Fig. 1: run 1, metal 1
Scale bar: 20 µm.
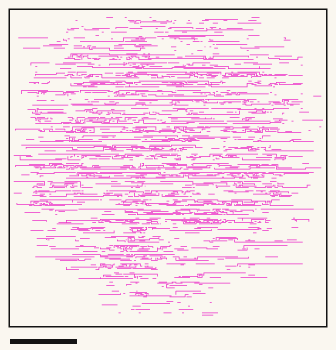
Fig. 2: run 1, clock nets
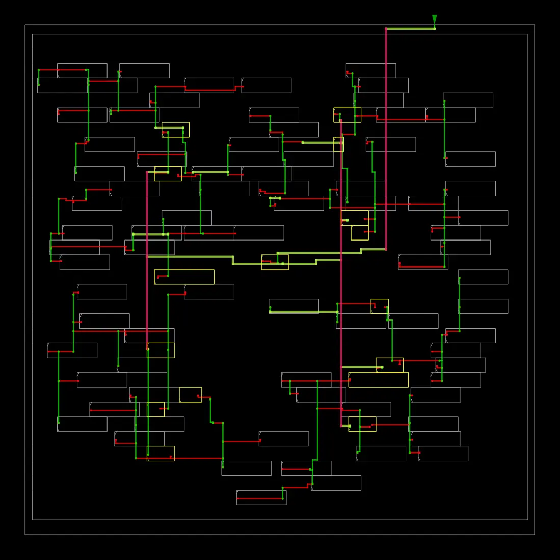
Fig. 3: run 1, zoomed window
Scale bar: 20 µm. Region (22, 41) to (72, 91) µm. Cells in grey, sequential cells in the stronger grey; small squares are vias.
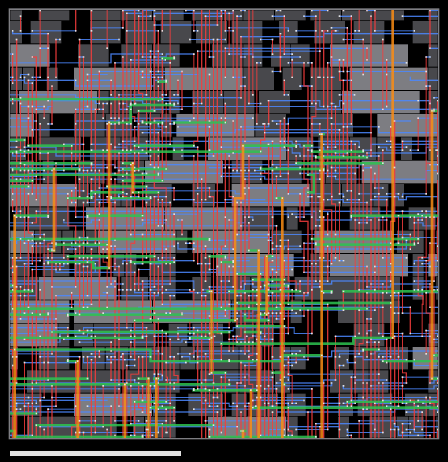
### src/rtl/io_byte_sequencer.sv
// Serialises io_core word/half/byte requests onto a byte-wide ready/valid UART link and
// reassembles received bytes into a zero-extended word; one request in flight at a time.
module io_byte_sequencer #(
  parameter int unsigned TIMEOUT_CYCLES = 0,
  parameter int unsigned CNT_W          = 24
) (
  input  logic        clk,
  input  logic        rstn,
  input  logic        io_flag,
  input  logic        io_write_flag,
  input  logic [1:0]  io_size,
  input  logic [31:0] io_i_data,
  output logic [31:0] io_o_data,
  output logic        io_accessed,
  output logic        io_error,
  output logic        busy,
  output logic        tx_valid,
  output logic [7:0]  tx_data,
  input  logic        tx_ready,
  output logic        rx_ready,
  input  logic        rx_valid,
  input  logic [7:0]  rx_data
);

  typedef enum logic [1:0] {
    S_IDLE,
    S_WRITE,
    S_READ,
    S_DONE
  } state_e;

  localparam bit             TO_EN   = (TIMEOUT_CYCLES != 0);
  localparam logic [CNT_W-1:0] TO_LAST = TO_EN ? CNT_W'(TIMEOUT_CYCLES - 1) : '0;

  state_e            state_q,       state_d;
  logic [31:0]       buf_q,         buf_d;
  logic [1:0]        idx_q,         idx_d;
  logic [1:0]        last_q,        last_d;
  logic [CNT_W-1:0]  cnt_q,         cnt_d;
  logic [31:0]       io_o_data_q,   io_o_data_d;
  logic              io_accessed_q, io_accessed_d;
  logic              io_error_q,    io_error_d;
  logic              tx_valid_q,    tx_valid_d;
  logic [7:0]        tx_data_q,     tx_data_d;
  logic              rx_ready_q,    rx_ready_d;

  logic              tx_fire;
  logic              rx_fire;
  logic              stall_expired;
  logic [1:0]        idx_inc;

  // NOTE: every signal written here gets a default first, so no path can infer a latch.
  always_comb begin
    state_d       = state_q;
    buf_d         = buf_q;
    idx_d         = idx_q;
    last_d        = last_q;
    cnt_d         = cnt_q;
    io_o_data_d   = io_o_data_q;
    io_accessed_d = 1'b0;
    io_error_d    = 1'b0;
    tx_valid_d    = tx_valid_q;
    tx_data_d     = tx_data_q;
    rx_ready_d    = rx_ready_q;

    tx_fire       = tx_valid_q & tx_ready;
    rx_fire       = rx_ready_q & rx_valid;
    idx_inc       = idx_q + 2'd1;
    stall_expired = TO_EN && (cnt_q == TO_LAST);

    case (state_q)
      S_IDLE: begin
        if (io_flag) begin
          idx_d  = '0;
          cnt_d  = '0;
          last_d = (io_size == 2'd0) ? 2'd0 : (io_size == 2'd1) ? 2'd1 : 2'd3;
          if (io_write_flag) begin
            buf_d      = io_i_data;
            tx_valid_d = 1'b1;
            tx_data_d  = io_i_data[7:0];
            state_d    = S_WRITE;
          end else begin
            // Cleared so bytes never received read back as zero.
            buf_d      = '0;
            rx_ready_d = 1'b1;
            state_d    = S_READ;
          end
        end
      end

      S_WRITE: begin
        if (tx_fire) begin
          cnt_d = '0;
          idx_d = idx_inc;
          if (idx_q == last_q) begin
            tx_valid_d    = 1'b0;
            io_accessed_d = 1'b1;
            state_d       = S_DONE;
          end else begin
            tx_data_d = buf_q[{idx_inc, 3'b000} +: 8];
          end
        end else if (stall_expired) begin
          tx_valid_d    = 1'b0;
          io_accessed_d = 1'b1;
          io_error_d    = 1'b1;
          state_d       = S_DONE;
        end else if (TO_EN) begin
          cnt_d = cnt_q + CNT_W'(1);
        end
      end

      S_READ: begin
        if (rx_fire) begin
          cnt_d                          = '0;
          idx_d                          = idx_inc;
          buf_d[{idx_q, 3'b000} +: 8]    = rx_data;
          if (idx_q == last_q) begin
            rx_ready_d    = 1'b0;
            io_o_data_d   = buf_d;
            io_accessed_d = 1'b1;
            state_d       = S_DONE;
          end
        end else if (stall_expired) begin
          // Partial fill is still published so the caller sees what did arrive.
          rx_ready_d    = 1'b0;
          io_o_data_d   = buf_q;
          io_accessed_d = 1'b1;
          io_error_d    = 1'b1;
          state_d       = S_DONE;
        end else if (TO_EN) begin
          cnt_d = cnt_q + CNT_W'(1);
        end
      end

      S_DONE: begin
        state_d = S_IDLE;
      end

      default: begin
        state_d = S_IDLE;
      end
    endcase
  end

  // NOTE: state registers use non-blocking assignments so all flops update together.
  always_ff @(posedge clk or negedge rstn) begin
    if (!rstn) begin
      state_q       <= S_IDLE;
      buf_q         <= '0;
      idx_q         <= '0;
      last_q        <= '0;
      cnt_q         <= '0;
      io_o_data_q   <= '0;
      io_accessed_q <= 1'b0;
      io_error_q    <= 1'b0;
      tx_valid_q    <= 1'b0;
      tx_data_q     <= '0;
      rx_ready_q    <= 1'b0;
    end else begin
      state_q       <= state_d;
      buf_q         <= buf_d;
      idx_q         <= idx_d;
      last_q        <= last_d;
      cnt_q         <= cnt_d;
      io_o_data_q   <= io_o_data_d;
      io_accessed_q <= io_accessed_d;
      io_error_q    <= io_error_d;
      tx_valid_q    <= tx_valid_d;
      tx_data_q     <= tx_data_d;
      rx_ready_q    <= rx_ready_d;
    end
  end

  assign io_o_data   = io_o_data_q;
  assign io_accessed = io_accessed_q;
  assign io_error    = io_error_q;
  assign busy        = (state_q != S_IDLE);
  assign tx_valid    = tx_valid_q;
  assign tx_data     = tx_data_q;
  assign rx_ready    = rx_ready_q;

endmodule

### config.mk
export PLATFORM = sky130hd
export DESIGN_NAME = io_byte_sequencer
export DESIGN_NICKNAME = d
export VERILOG_FILES = /design/src/rtl/io_byte_sequencer.sv
export SDC_FILE = /design/constraint.sdc
export NUM_CORES = 1
export LEC_CHECK = 0
export CAP_MARGIN = 40
export CORE_UTILIZATION = 51
export CTS_CLUSTER_SIZE = 10
export DETAILED_ROUTE_END_ITERATION = 10
export HOLD_SLACK_MARGIN = 0.12
export PLACE_DENSITY = 0.91
export SETUP_SLACK_MARGIN = 0.02
export SLEW_MARGIN = 20
export SYNTH_ARGS = -nofsm -noshare
export SYNTH_HDL_FRONTEND = slang
export SYNTH_SLANG_ARGS = --single-unit
export TNS_END_PERCENT = 5
### constraint.sdc
create_clock -name clk -period 3 [get_ports clk]
set_clock_uncertainty 0.05 [all_clocks]
set_input_delay 0.6 -clock clk [delete_from_list [all_inputs] [get_ports clk]]
set_output_delay 0.6 -clock clk [all_outputs]
set_load 0.01 [all_outputs]
==> deck_impl_summary.md, run 1 <==
Synthesis and Place & Route Summary

Power and ir drop
  • Clock share of power: 0.149
  • NetSw: 2.55 mW
  • Int Power: 3.62 mW
  • Gate power share: 0.514
  • Sw frac: 0.413
  • Pwr Density: 1120 nW/µm²
  • Leak Pwr: 2.50 nW

Flow run
  • OpenROAD warnings: 34
  • Max cap viols: 0

STA
  • Fmax: 0.404 GHz
  • Final min period: 2480 ps
  • Rel. slew slack: 0.471
  • Final setup viols: 0
  • Worst-Margin Slew: 788 ps
  • Final hold viol count: 0
  • TNS Setup: 0 ps
  • Unrepaired setup endpoints after global routing: false
  • Worst Slack Setup Final: 525 ps

Logic synthesis
  • Mux share: 0.0821
  • Distinct lib cells used: 46
  • Synth Area per Inst: 9.67 µm²
  • Seq/Total Area, Yosys: 0.468
  • Syn nets: 506
  • Yosys cell count: 448
  • Xor/xnor share: 0.00578
  • Synthesized registers: 81
  • Main logic family after synthesis: AND-OR/OR-AND gates
  • Synth warn: 0
  • Synthesized cell area: 4330 µm²
  • Post-Synth Adder-Cell Area: 0.0289
  • Yosys chip area: 4330 µm²
  • Basic Gates by Area: 0.173

Die
  • DIE AREA: 8860 µm²
  • Num rows: 33
  • Die extent in y: 94.1 µm
  • Die Wd: 94.1 µm
  • I/O pin cnt: 93
  • Core Util at FP: 0.527

Global route
  • Vias in the first global route: 3774
  • Global Route Usage Sum: 0.296
  • Initial antenna violation count: 0
  • Global-route wire length before repair: 19.7 mm
  • Largest net degree at the start of global routing: 48
  • Grt ovf: 0

Place
  • Pre-CTS WS: 257 ps
  • Detail Placement HPWL: 9.09 mm
  • Placed inst area: 5310 µm²
  • Buffers on Ports: 91
  • GPL Wtd Cong: 0.970
  • Placed Instances: 627

Clock tree
  • Reg clk slew, reported paths: 90 ps
  • CTS max path bufs: 2
  • Post-cts gate resize count: 0
  • TritonCTS clock tree: built
  • Setup repair bufs after CTS: 0
  • Clock root buffer: clkbuf_8
  • # H-tree levels: 3

Setup path
  • Startpoint types: flop
  • Setup crit end kind: flop
  • CP arrival: 2700 ps
  • Critical Path RT: 3220 ps
  • Crit path kind: flop to flop

Drt
  • DR vias/cell: 6.31
  • Iteration-0 DRC Markers: 430
  • TritonRoute pass-1 iters: 7
  • Post-route ant nets: 0
  • DRC Markers: 0

Finish
  • Layout cell share with drive strength beyond 1: 0.102
  • Post-route design area: 5540 µm²
  • Area Growth Syn to Fin: 27.9%
  • # nets final: 591
  • Post-Layout Cell Count: 643

Run status
  • Outcome: completed

Min path
  • Worst min path class: input pin to async pin
## Picture notes: Fig. 1
longest straight run: 32.7 µm
share of all routed wire: 39%
nets with wire on the layer: 520
WL final: 12.6 mm
DR vias: 4057
met1 Use GR: 0.395

## Picture notes: Fig. 2
cts bufs inserted: 9
seq_cells: 81
clock tree sinks: 81
number of clock buffers in the layout: 9
P_clk: 919 µW

## Picture notes: Fig. 3
[red] met2
[orange] met4
[green] met3
[blue] met1
most frequent: dfrtp_1 (28), nand2_1 (24), nor2_1 (20)
netlist names of flops here include: `buf_q` (17), `io_o_data` (11)
sequential cells in the window: 28
cells with their middle in the window: 196

-- run 1: cells in the final DEF (no fill, tap or decap), types with 12 or more instances in the layout --
master / count
nor2_1: 46
nand2_1: 73
a221oi_1: 16
clkdlybuf4s50_1: 90
inv_1: 15
nor2b_1: 15
a32oi_1: 20
mux2_2: 12
dfrtp_1: 81
a21oi_1: 17
o21ai_0: 24
-- run 1: power by group through the flow --
stage	combinational [mW]	clock [mW]	sequential, mW
2_1_floorplan	1.85	0	2.09
3_3_place_gp	2.98	0	2.05
3_5_place_dp	3.13	0	2.08
4_1_cts	3.14	0.923	2.07
5_1_grt	3.43	0.965	2.13
6_report	3.17	0.919	2.09
-- run 1: Yosys cell counts (2+ instances only) --
library cell  count  area (µm²)
nand4_1           2        12.5
inv_1            15        56.3
ha_1             10         125
nor3b_1           2        15.0
mux2_2           12         135
mux2_4            8         120
buf_6             3        33.8
nand2b_1          2        12.5
clkbuf_1         10        37.5
a21oi_1          17        85.1
nand2_1          73         274
nand3_1           4        20.0
and2_1            6        37.5
o22a_1            2        17.5
a31oi_1           4        25.0
nor2b_1          15        93.8
o22ai_1           6        37.5
a221oi_1         16         140
mux2i_1          10         100
a22oi_1           9        67.6
nor3b_2           2        25.0
a32oi_1          20         175
buf_2             8        40.0
o21ai_1           3        15.0
a221o_1           7        70.1
nor2_1           46         173
a22o_1            3        26.3
and3_1            7        43.8
buf_4             6        45.0
o21ai_0          24         120
dfrtp_1          81        2030
-- run 1: final timing paths --
check,startpoint,endpoint,slack (ps),cells after the start
hold / removal,rstn,io_o_data[23],130,1
hold reg to reg,io_o_data[4],io_o_data[4],430,2
min in group clk,io_o_data[4],io_o_data[4],430,2
max in group asynchronous,rstn,state_q[1],2190,2
setup reg to reg,state_q[0],io_o_data[23],520,7
setup / recovery,state_q[0],io_o_data[23],520,7
-- run 1: through the flow --
| stage | hold slack (ps) | util |
|---|---|---|
| 2_1_floorplan | 254 | - |
| 3_3_place_gp | 409 | 0.643 |
| 3_5_place_dp | 414 | 0.646 |
| 4_1_cts | 142 | 0.674 |
| 5_1_grt | 175 | 0.674 |
| 6_report | 127 | 0.674 |
-- run 1: state kept, by name, indices dropped and copies added, names as in the netlist --
register and count:
tx_data 8, state_q 2, io_o_data 32, rx_ready 1
tx_valid 1, last_q 2, io_accessed 1, idx_q 2
buf_q 32
-- run 1: layout make-up --
class	count	area, µm²
Inverter	16	60.1
Timing Repair Buffer	102	1010
Fill cell	646	2680
Clock inverter	7	103
Multi-Input combinational cell	323	2080
Clock buffer	9	124
Sequential cell	81	2030
Tap cell	105	131
-- run 1: metal layers --
layer	vias up	global-route usage	routed length, µm
met4	0	0.131	427
li1	1769	-	-
met1	1939	0.395	4920
met2	299	0.487	6070
met5	-	0	0
met3	50	0.0316	1180
-- run 1: critical path, stage by stage, from the launching register on --
cell and delay (ps):
dfrtp_1 420, inv_1 110, ha_1 150, buf_4 240
nand3_2 160, or3_1 690, buf_4 330, o21ai_0 220
Fig. 4: run 1, where the registers sit
Scale bar: 20 µm. Other sequential cells in the stronger grey, the rest of the logic in the fainter grey.
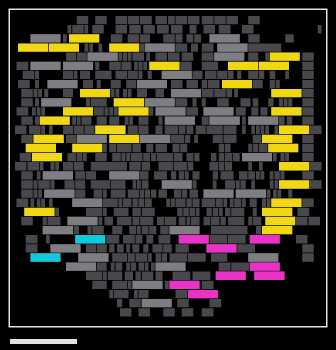

==> run 2: changes to the inputs <==
clock period = 2.59 ns   (was 3 ns; I/O delays follow)
Fig. 5: run 2, where the registers sit
Scale bar: 20 µm. Other sequential cells in the stronger grey, the rest of the logic in the fainter grey.
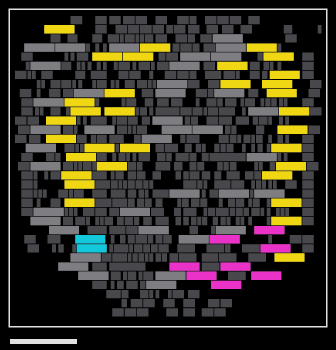
[yellow] `io_o_data` | placed flops: 32
[magenta] `tx_data` | placed flops: 8
[cyan] `idx_q` | placed flops: 2
flop share of the area: 0.364
Seq. pwr: 2.43 mW
Finished Core Util: 0.679
Sequential Area: 2030 µm²

==> deck_impl_summary.md, run 2 <==
Synthesis and Place & Route Summary

Run status
  • Outcome: completed

STA
  • Final min period: 2340 ps
  • Worst-Margin Slew: 637 ps (-150 ps)
  • TNS Setup: 0 ps (unchanged)
  • Fmax: 0.427 GHz
  • Final setup viols: 0 (unchanged)
  • Final hold viol count: 0 (unchanged)
  • Final period util: 0.905
  • Rel. slew slack: 0.574 (+0.103)
  • Max Slew Vio Count: 0
  • Unrepaired setup endpoints after global routing: false

Global route
  • Global Route Usage Sum: 0.289 (-0.00726)
  • Largest net degree at the start of global routing: 52 (+8.3%)
  • Vias in the first global route: 3813 (+1.0%)
  • Global-route wire length before repair: 19.1 mm (-3.4%)
  • Initial antenna violation count: 0 (unchanged)
  • Grt ovf: 0 (unchanged)

Setup path
  • Worst R2R Start: state_q[1]
  • Setup crit end kind: output port
  • Worst r2r dst: tx_data[7]
  • Startpoint types: flop
  • FF-to-FF setup slack: 380 ps (-140 ps)
  • CP arrival: 1780 ps (-920 ps)
  • Crit-path max FO: 8
  • Crit path kind: flop to output port
  • Register-to-Register Path Depth: 6 (-1)
  • Critical Path RT: 2020 ps (-1200 ps)

Logic synthesis
  • Xor/xnor share: 0.00578 (unchanged)
  • Synth Area per Inst: 9.67 µm² (unchanged)
  • Top_reg_cell synth: dfrtp_1
  • Post-synth EDFFs: 0
  • Count leader, synth: dfrtp_1
  • Yosys cell count: 448 (unchanged)
  • Synthesized cell area: 4330 µm² (unchanged)
  • Synth area leaders: dfrtp_1 47%, nand2_1 6.3%, a32oi_1 4.0%
  • Yosys chip area: 4330 µm² (unchanged)
  • Syn nets: 506 (unchanged)
  • Mux share: 0.0821 (unchanged)
  • Synthesized registers: 81 (unchanged)
  • Post-Synth Adder-Cell Area: 0.0289 (unchanged)
  • Cell taking the most area after synthesis: dfrtp_1
  • Asr flop ratio synth: 1.00
  • Basic Gates by Area: 0.173 (unchanged)
  • Top cells by count: 81 x dfrtp_1, 73 x nand2_1, 46 x nor2_1, 24 x o21ai_0, 20 x a32oi_1
  • Area fraction in compound gates: 0.190
  • Distinct lib cells used: 46 (unchanged)
  • Seq/Total Area, Yosys: 0.468 (unchanged)
  • Dominant cell area share: 0.468 (unchanged)
  • Synth warn: 0 (unchanged)
  • Main logic family after synthesis: AND-OR/OR-AND gates
  • Syn Inst Count: 448

Power and ir drop
  • Int Power: 4.24 mW (+17%)
  • Total power: 7.13 mW
  • Pwr Density: 1280 nW/µm² (+15%)
  • Clock share of power: 0.139 (-0.010)
  • Gate power share: 0.520 (+0.006)
  • Maximum VDD drop: 746 µV
  • Sequential Power Share: 0.341
  • Leak Pwr: 2.52 nW (+0.87%)
  • Sw frac: 0.405 (-0.00768)
  • NetSw: 2.89 mW (+13%)

Finish
  • Area Growth Syn to Fin: 28.7%
  • Post-route design area: 5580 µm² (+0.68%)
  • # nets final: 599 (+1.4%)
  • Layout cell share with drive strength beyond 1: 0.110 (+0.00786)
  • # diodes: 0
  • Fillers: 640 (-0.93%)
  • Top cells excl fill/tap: 90 x clkdlybuf4s50_1, 81 x dfrtp_1, 73 x nand2_1
  • Most numerous logic cell after layout: clkdlybuf4s50_1

Min path
  • Hold Crit Start: io_o_data[3]
  • Hold depth: 2
  • Worst min path class: flop to flop
  • Hold EP: io_o_data[3]

Die
  • I/O pin cnt: 93 (unchanged)
  • Num rows: 33 (unchanged)
  • Die Wd: 94.1 µm (unchanged)
  • Die extent in y: 94.1 µm (unchanged)
  • Core Util at FP: 0.527 (unchanged)
  • DIE AREA: 8860 µm² (unchanged)
  • Core Region: 8220 µm²

Clock tree
  • TritonCTS clock tree: built
  • CTS max path bufs: 2 (unchanged)
  • Clock tree sinks: 81 (unchanged)
  • Clock root buffer: clkbuf_8
  • Reg clk slew, reported paths: 80 ps (about the same)
  • # H-tree levels: 3 (unchanged)
  • Late-Pin Clk Latency: 350 ps
  • Cts bufs inserted: 9 (unchanged)

Place
  • Placed inst area: 5360 µm² (+0.85%)
  • Detail Placement HPWL: 8.91 mm (-2.0%)
  • GPL Wtd Cong: 0.929 (-4.2%)
  • Buffers on Ports: 91 (unchanged)

Drt
  • TritonRoute pass-1 iters: 6 (-1)
  • DRC Markers: 0 (unchanged)
  • DR vias: 4001 (-1.4%)
  • WL final: 12.4 mm (-1.3%)
  • Wire per inst: 19.1 µm
  • DR vias/cell: 6.16 (-2.4%)
  • Iteration-0 DRC Markers: 389 (-9.5%)
  • Post-route ant nets: 0 (unchanged)

Flow run
  • Max cap viols: 0 (unchanged)
  • OpenROAD warnings: 34 (unchanged)
Fig. 6: run 2, metal 1
Scale bar: 20 µm.
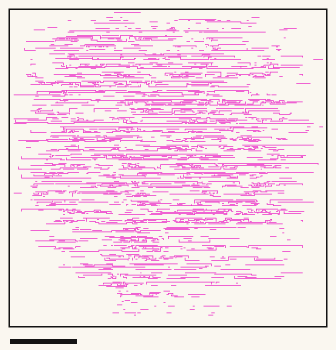
share of all routed wire: 41%
main direction: horizontal
longest straight run: 54.7 µm
wire length on this layer: 5090 µm
nets with wire on the layer: 514

## run 2: cell counts after synthesis
No cell type changed its count.
## run 2: metal layers
layer  vias up  global-route usage  wire length (µm)
met5         -                   0                 0
met1      1924               0.385              5090
met3        38              0.0332              1020
met2       249               0.461              5840
met4         0               0.155               470
li1       1790                   -                 -
## run 2: repair_timing
item / CTS / global route
gates resized: 0 / 0
hold buffers: 1 / 0
buffers inserted: 0 / 0
endpoints found under the hold margin: 30 / 0
## run 2: logic make-up (layout without fill, tap and decap cells)
group | Yosys count | in the layout
compound gates | 116 | 116
mux | 30 | 30
simple gates | 164 | 164
xor+xnor | 2 | 2
fa+ha+maj | 10 | 10
flops | 81 | 81
other cells | 1 | 1
buf+inv | 44 | 141
## run 2: through the flow
step                std cells  hold slack, ps   util  setup slack, ps
finish                    650             433  0.679              246
global route              650             449  0.679              177
CTS                       650             437  0.679              243
detailed placement        634             418  0.652              247
global placement          634             409  0.652              320
floorplan                 448             172      -              261
## run 2: worst max-delay path by stage
stage / from / endpoint / slack [ps] / cells past startpoint
floorplan: idx_q[0] / buf_q[5] / 260 / 9
global placement: rx_valid / io_o_data[15] / 320 / 6
detailed placement: rx_valid / io_o_data[25] / 250 / 6
CTS: state_q[0] / busy / 240 / 4
global route: state_q[0] / busy / 180 / 4
finish: state_q[0] / busy / 250 / 4
## run 2: area by class of cell
| cell class | count | area, µm² | share of cell area |
|---|---|---|---|
| clock buffers | 10 | 128 | 0.0229 |
| clock inverters | 5 | 81.3 | 0.0146 |
| inverters | 16 | 60.1 | 0.0108 |
| multi-input cells | 323 | 2080 | 0.373 |
| flip-flops and latches | 81 | 2030 | 0.364 |
| well taps | 105 | 131 | 0.0236 |
| repair buffers | 110 | 1070 | 0.191 |
## run 2: power groups by stage
stage          Clock [mW]  Sequential (mW)  Combinational (mW)
4_1_cts             0.999             2.41                3.68
3_3_place_gp            0             2.40                3.52
5_1_grt              1.06             2.48                4.00
2_1_floorplan           0             2.42                2.15
3_5_place_dp            0             2.42                3.65
6_report            0.995             2.43                3.71
## run 2: critical path, stage by stage, from the launching register on
cell and delay [ps]:
dfrtp_1 410, inv_1 110, ha_1 300, inv_1 90
clkdlybuf4s50_1 530
Power and IR drop assume default switching activity.
